$ cat src/rtl/wb_stage.sv
// Write-back stage: load extension, write-back select, integer register file,
// WB->EX forwarding register and retire counter. `WB_BYPASS_EN selects a write-through register file.
module wb_stage (
    input  logic        clk,
    input  logic        rst,
    input  logic        valid_wb,
    input  logic [4:0]  rd_wb,
    input  logic [2:0]  func3_wb,
    input  logic [6:0]  opcode_wb,
    input  logic [31:0] data_out_wb,
    input  logic        lt_wb,
    input  logic        ltu_wb,
    input  logic [31:0] result_wb,
    input  logic [31:0] pc_wb,
    input  logic [4:0]  rs1_addr,
    input  logic [4:0]  rs2_addr,
    output logic [31:0] rs1_data,
    output logic [31:0] rs2_data,
    output logic        wb_en,
    output logic [31:0] wb_data,
    output logic        fwd_valid,
    output logic [4:0]  fwd_rd,
    output logic [31:0] fwd_data,
    output logic [63:0] instret
);

    localparam logic [6:0] OPC_LOAD   = 7'b0000011;
    localparam logic [6:0] OPC_OP     = 7'b0110011;
    localparam logic [6:0] OPC_OP_IMM = 7'b0010011;
    localparam logic [6:0] OPC_LUI    = 7'b0110111;
    localparam logic [6:0] OPC_AUIPC  = 7'b0010111;
    localparam logic [6:0] OPC_JAL    = 7'b1101111;
    localparam logic [6:0] OPC_JALR   = 7'b1100111;

    logic [31:0] regs_q [32];
    logic        fwd_valid_q;
    logic [4:0]  fwd_rd_q;
    logic [31:0] fwd_data_q;
    logic [63:0] instret_q;
    logic [63:0] instret_d;
    logic        writes_class;
    logic        retire;

    always_comb begin
        wb_data      = result_wb;
        writes_class = 1'b0;
        case (opcode_wb)
            OPC_LOAD: begin
                writes_class = 1'b1;
                case (func3_wb)
                    3'b000:  wb_data = {{24{data_out_wb[7]}}, data_out_wb[7:0]};
                    3'b001:  wb_data = {{16{data_out_wb[15]}}, data_out_wb[15:0]};
                    3'b100:  wb_data = {24'b0, data_out_wb[7:0]};
                    3'b101:  wb_data = {16'b0, data_out_wb[15:0]};
                    default: wb_data = data_out_wb;
                endcase
            end
            OPC_OP, OPC_OP_IMM: begin
                writes_class = 1'b1;
                case (func3_wb)
                    3'b010:  wb_data = {31'b0, lt_wb};
                    3'b011:  wb_data = {31'b0, ltu_wb};
                    default: wb_data = result_wb;
                endcase
            end
            OPC_LUI, OPC_AUIPC: begin
                writes_class = 1'b1;
                wb_data      = result_wb;
            end
            OPC_JAL, OPC_JALR: begin
                writes_class = 1'b1;
                wb_data      = pc_wb + 32'd4;
            end
            default: begin
                writes_class = 1'b0;
                wb_data      = result_wb;
            end
        endcase
        // rd = 0 is filtered here, so x0 in the array is never touched
        wb_en = valid_wb & writes_class & (rd_wb != 5'd0);
    end

    always_ff @(posedge clk) begin
        if (rst) begin
            for (int i = 0; i < 32; i++) begin
                regs_q[i] <= '0;
            end
        end else if (wb_en) begin
            regs_q[rd_wb] <= wb_data;
        end
    end

    assign retire    = valid_wb & (opcode_wb != 7'd0);
    assign instret_d = instret_q + {63'd0, retire};

    always_ff @(posedge clk) begin
        if (rst) begin
            fwd_valid_q <= 1'b0;
            fwd_rd_q    <= '0;
            fwd_data_q  <= '0;
            instret_q   <= '0;
        end else begin
            fwd_valid_q <= wb_en;
            fwd_rd_q    <= rd_wb;
            fwd_data_q  <= wb_data;
            instret_q   <= instret_d;
        end
    end

    for (genvar gi = 0; gi < 2; gi++) begin : g_rd
        logic [4:0]  port_addr;
        logic [31:0] port_data;
        assign port_addr = (gi == 0) ? rs1_addr : rs2_addr;
        always_comb begin
            port_data = regs_q[port_addr];
`ifdef WB_BYPASS_EN
            if (wb_en && (port_addr == rd_wb)) begin
                port_data = wb_data;
            end
`endif
            if (port_addr == 5'd0) begin
                port_data = '0;
            end
        end
    end

    assign rs1_data  = g_rd[0].port_data;
    assign rs2_data  = g_rd[1].port_data;
    assign fwd_valid = fwd_valid_q;
    assign fwd_rd    = fwd_rd_q;
    assign fwd_data  = fwd_data_q;
    assign instret   = instret_q;

endmodule

$ cat config.mk
export PLATFORM = sky130hd
export DESIGN_NAME = wb_stage
export DESIGN_NICKNAME = d
export VERILOG_FILES = /design/src/rtl/wb_stage.sv
export SDC_FILE = /design/constraint.sdc
export NUM_CORES = 2
export LEC_CHECK = 0
export ABC_AREA = 0
export CORE_MARGIN = 3
export CORE_UTILIZATION = 48
export DETAILED_ROUTE_END_ITERATION = 6
export MAX_ROUTING_LAYER = met4
export PLACE_DENSITY = 0.67
export RECOVER_POWER = 50
export REMOVE_ABC_BUFFERS = 1
export SLEW_MARGIN = 20
export SYNTH_ARGS = -nofsm -noshare
export SYNTH_HDL_FRONTEND = slang
export SYNTH_SLANG_ARGS = --single-unit
$ cat constraint.sdc
create_clock -name clk -period 4 [get_ports clk]
set_input_delay 0.8 -clock clk [delete_from_list [all_inputs] [get_ports clk]]
set_output_delay 0.8 -clock clk [all_outputs]
set_load 0.03 [all_outputs]
### Sizing map

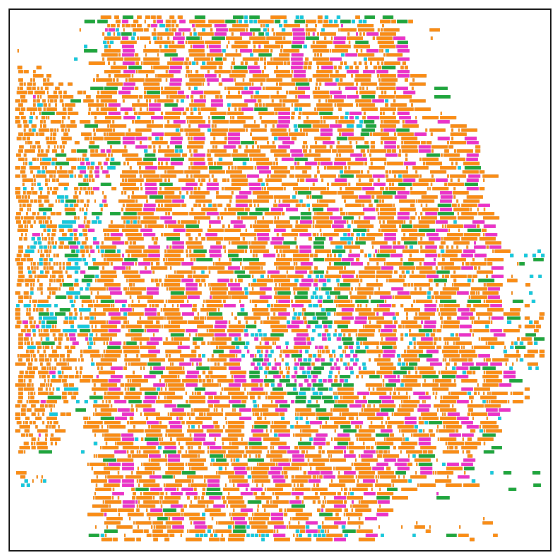
_3 and _4 cells -> cyan  # cells 409, share 8.8%, most used buf_4
_0 and _1 cells -> orange  # cells 3321, share 71%, most used edfxtp_1
_6 and larger -> green  # cells 288, share 6.2%, most used buf_12
_2 cells -> magenta  # cells 643, share 14%, most used mux4_2
area delta synth->final: 22.1%
final setup margin: -0.0387 ns

### Cell classes on the final placement

Scale bar: 100 um. Fill, decap, tap and diode cells in gray.
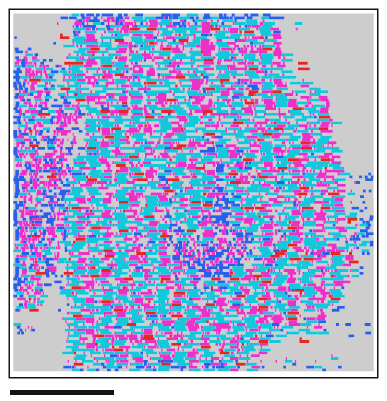
flops -> cyan  # cells 1126
combinational and other logic -> magenta  # cells 2571
other buffers and delay cells -> blue  # cells 743
clock drivers and dummy loads -> red  # cells 221

### Clock routing

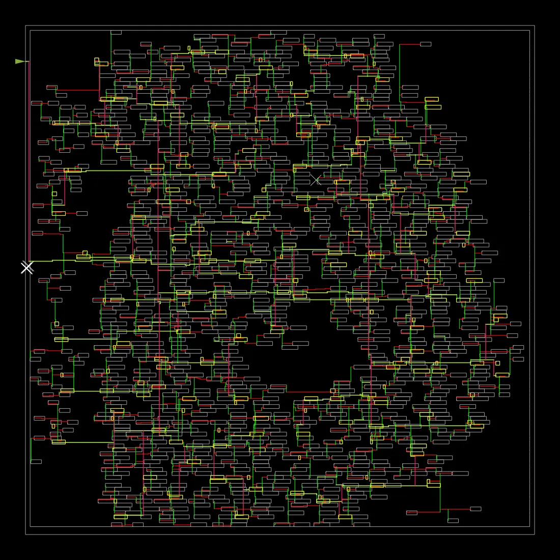
clk latency late pin: 0.74 ns
clk pwr: 11.3 mW
clk sink count: 1126

### Metal 2

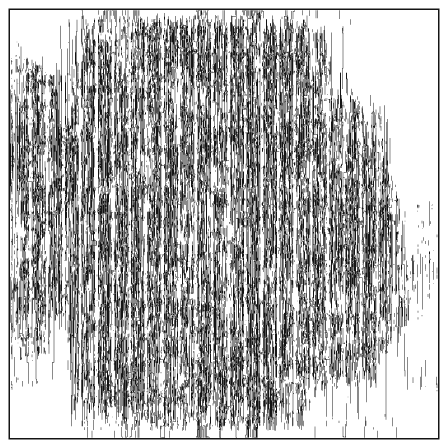
main direction = vertical
longest straight run = 128 um
wire length on this layer = 101 mm
nets with wire on the layer = 4175
share of all routed wire = 46%
met2 GRT Util: 0.546
total wire length: 221 mm
routed vias: 44001

-- sequential cells by signal, summed over array words and instances (netlist names) --
name       count
instret       64
fwd_valid      1
regs_q      1024
fwd_rd         5
fwd_data      32
-- worst paths after layout --
path / end / slack [ns] / start
setup reg to reg: instret[59] / 1.25 / instret[31]
hold / removal: instret[63] / 0.50 / instret[63]
hold reg to reg: instret[63] / 0.50 / instret[63]
setup / recovery: regs_q[25][10] / -0.04 / opcode_wb[2]
-- metal layers --
| layer | up-vias | track usage |
|---|---|---|
| li1 | 17287 | - |
| met1 | 22125 | 0.447 |
| met2 | 3838 | 0.546 |
| met3 | 751 | 0.120 |
| met4 | 0 | 0.186 |
| met5 | - | - |
-- per-stage QoR --
step	area [um2]	setup WS (ns)	util
floorplan	55600	-1.65	-
global placement	66000	-0.400	0.558
detailed placement	66000	-0.394	0.558
CTS	70100	0.00245	0.593
global route	70000	-0.00449	0.592
finish	70000	-0.0387	0.592
-- worst reg2reg max path, cell delays in order (launching register included) --
cell and delay (ns):
dfxtp_1 0.44, nand4_1 0.24, or3_1 0.64, or3_4 0.62, or4_1 0.56, a21oi_1 0.15
-- cell families (layout without fill, tap and decap cells) --
group / Yosys count / in the layout
AOI/OAI and AO/OA: 959 / 959
xor gates and xnor gates: 34 / 34
adders and majority gates: 3 / 3
buffers and inverters: 506 / 996
DFF: 1126 / 1126
muxes: 580 / 580
other: 1 / 38
and+or+nand+nor: 931 / 931
-- power by group through the flow --
stage               logic (mW)  clock network [mW]  registers [mW]
floorplan                 1.89                   0            13.8
global placement          4.14                   0            13.8
detailed placement        4.17                   0            13.9
CTS                       4.19                11.4            13.7
global route              4.35                11.8            13.7
finish                    4.25                11.3            13.7
-- layout make-up --
type / count / area [um2] / share of cell area
flip-flops and latches: 1126 / 32800 / 0.469
multi-input cells: 2539 / 23300 / 0.334
clock inverters: 81 / 802 / 0.0115
inverters: 32 / 120 / 0.00172
clock buffers: 140 / 3140 / 0.0449
well taps: 1536 / 1920 / 0.0275
diodes: 6 / 15.0 / 0.000215
repair buffers: 743 / 7840 / 0.112
-- cells in the final DEF, fill, tap and decap left out, types with 11 or more instances in the layout --
master,count
a211o_1,64
a21oi_1,527
a22oi_1,129
a22oi_2,15
a31oi_1,65
buf_12,137
buf_4,355
bufinv_16,14
clkbuf_1,26
clkbuf_16,122
clkdlybuf4s50_1,167
clkinv_1,26
clkinv_2,20
clkinvlp_4,11
conb_1,32
dfxtp_1,102
dlygate4sd3_1,40
edfxtp_1,1024
inv_1,32
mux2i_1,65
mux4_2,512
nand2_1,56
nand2_2,12
nand2b_1,21
nand2b_2,29
nand3_1,38
nand3_2,13
nand4_1,30
nor2_1,585
nor4_1,15
o21ai_0,23
o22ai_1,64
o31ai_1,25
or3_1,19
or4_1,25
xor2_1,25
-- timing repair --
item / in CTS / in global routing
gates resized: 25 / 16
endpoints found under the hold margin: 0 / 0
pin swaps: 9 / 4
buffers inserted: 3 / 0
setup endpoints to repair: 19 / 14
==> flow_summary_export.csv <==
group,metric,value,unit
status,status,"complete, but fails checks",
status,violations,"design-rule violations, max-capacitance violations, max-slew violations, negative setup slack",
timing,tightestPinTransition,2.27,ns
synth,edf_count,1024,
synth,top_logic_kind,"multiplexers",
clock_network,cts_max_level,3,
synth,flop_cell,"edfxtp_1",
synth,topCellsByArea,"edfxtp_1 54%, mux4_2 20%, a21oi_1 4.6%",
critical_path,end_kind,"flop",
clock_network,numCtsBuffers,118,
placement,numPortBuffers,324,
cells_and_area,instances_no_fill,6203,
critical_path,path_max_fanout,14,
critical_path,slowest_delay,1.27,ns
synth,syn_inst,4140,
synth,netlist_area,57300,um2
detailed_routing,drtPass1Iterations,7,
pwr,switching_power,7.54,mW
critical_path,critPathLaunchType,"input pin",
synth,ys_warn_count,0,
clock_network,cts_tree,"done",
pwr,swShare,0.258,
detailed_routing,top_layer,"met4",
global_route,grt_max_degree,85,
synth,ys_sh_mux,0.213,
detailed_routing,met3_length,33.3,mm
synth,top_area_frac,0.536,
critical_path,cpLargestDelayFamily,"buffers and inverters",
critical_path,r2r_cells,5,
cells_and_area,fin_nets,4689,
min_path,worstHoldPathType,"reg -> reg",
global_route,grt_pass1_wl,310,mm
critical_path,cpMostUsedCell,"clkbuf_1",
floorplanning,coreArea,118000,um2
critical_path,crit_arrival,4.44,ns
detailed_routing,drc,8,
detailed_routing,met2_length,101,mm
timing,fin_crit_sh,1.01,
pwr,power_density,418,nW/um2
floorplanning,chipArea,124000,um2
timing,hold_ws,0.495,ns
critical_path,critPathBufInv,4,
job,maxCapViolCount,6,
pwr,seqPwrFrac,0.467,
synth,synth_cell_types,59,
clock_network,root_buffer,"clkbuf_16",
placement,place.detailed.hpwl,144,mm
timing,setup_viol,2,
floorplanning,io_pins,325,
synth,common_cells,"1024 x edfxtp_1, 591 x nor2_1, 527 x a21oi_1",
timing,setup_tns,-0.0749,ns
critical_path,path_class,"in -> reg",
min_path,hold_path_depth,2,
floorplanning,fp-utilization,0.485,
floorplanning,die_h,352,um
pwr,leakage,24.3,nW
timing,fmax,248,MHz
detailed_routing,viasPerCell,7.09,
clock_network,cts_buffer_depth,3,
timing,maxSlewViolCount,194,
critical_path,slowest_stage,"clkbuf_1",
synth,yosysSeqAreaShare,0.572,
placement,dp_cells,5973,
synth,ys_sh_simple,0.0737,
pwr,share_comb_of_total_power,0.145,
synth,async_flop_share,0,
detailed_routing,wl_met1,73.1,mm
clock_network,path_clk_slew,0.06,ns
floorplanning,die_w,352,um
global_route,grt_overflow_total,0,
synth,yosys.area_share.aoi,0.100,
timing,hold_violations,0,
synth,most_common_cell,"edfxtp_1",
job,warning_count,26,
global_route,grt_pass1_vias,43478,
placement,gp_congestion,1.00,
critical_path,path_depth,9,
cells_and_area,drive_gt1_frac,0.287,
pwr,p_int,21.7,mW
synth,ys.flops,1126,
critical_path,cp_cell_sequence,"clkdlybuf4s50_1 -> and4b_2 -> a22oi_1 -> clkbuf_1 -> nor4_2 -> clkbuf_1 -> nand2_2 -> clkbuf_1 -> nor2_1",
detailed_routing,ant_nets,0,
floorplanning,rows,126,
synth,yosys.area_share.adder,0.000655,
timing,skew,0.0215,ns
synth,xor_share,0.00520,
pwr,pwr-share-clk,0.387,
timing,setup_slack,-0.0387,ns
clock_network,cts_hold_buf,0,
detailed_routing,wire_per_inst,35.6,um
cells_and_area,fill_cells,9040,
timing,min_period,4.04,ns
pwr,vdd_ir_drop_max,0.414,mV
global_route,grt_usage,0.365,
synth,top_area_cell,"edfxtp_1",
pwr,power,29.3,mW
synth,syn_area_per_cell,13.8,um2
critical_path,critical_path_required,4.40,ns
timing,relSlewSlack,-0.510,
synth,ys_area,57300,um2
synth,ys_cells,4140,
global_route,antenna_found_initial,5,
detailed_routing,drt-initial-drc-count,7093,
No activity file was given, so power comes from the tool's default toggle rates.
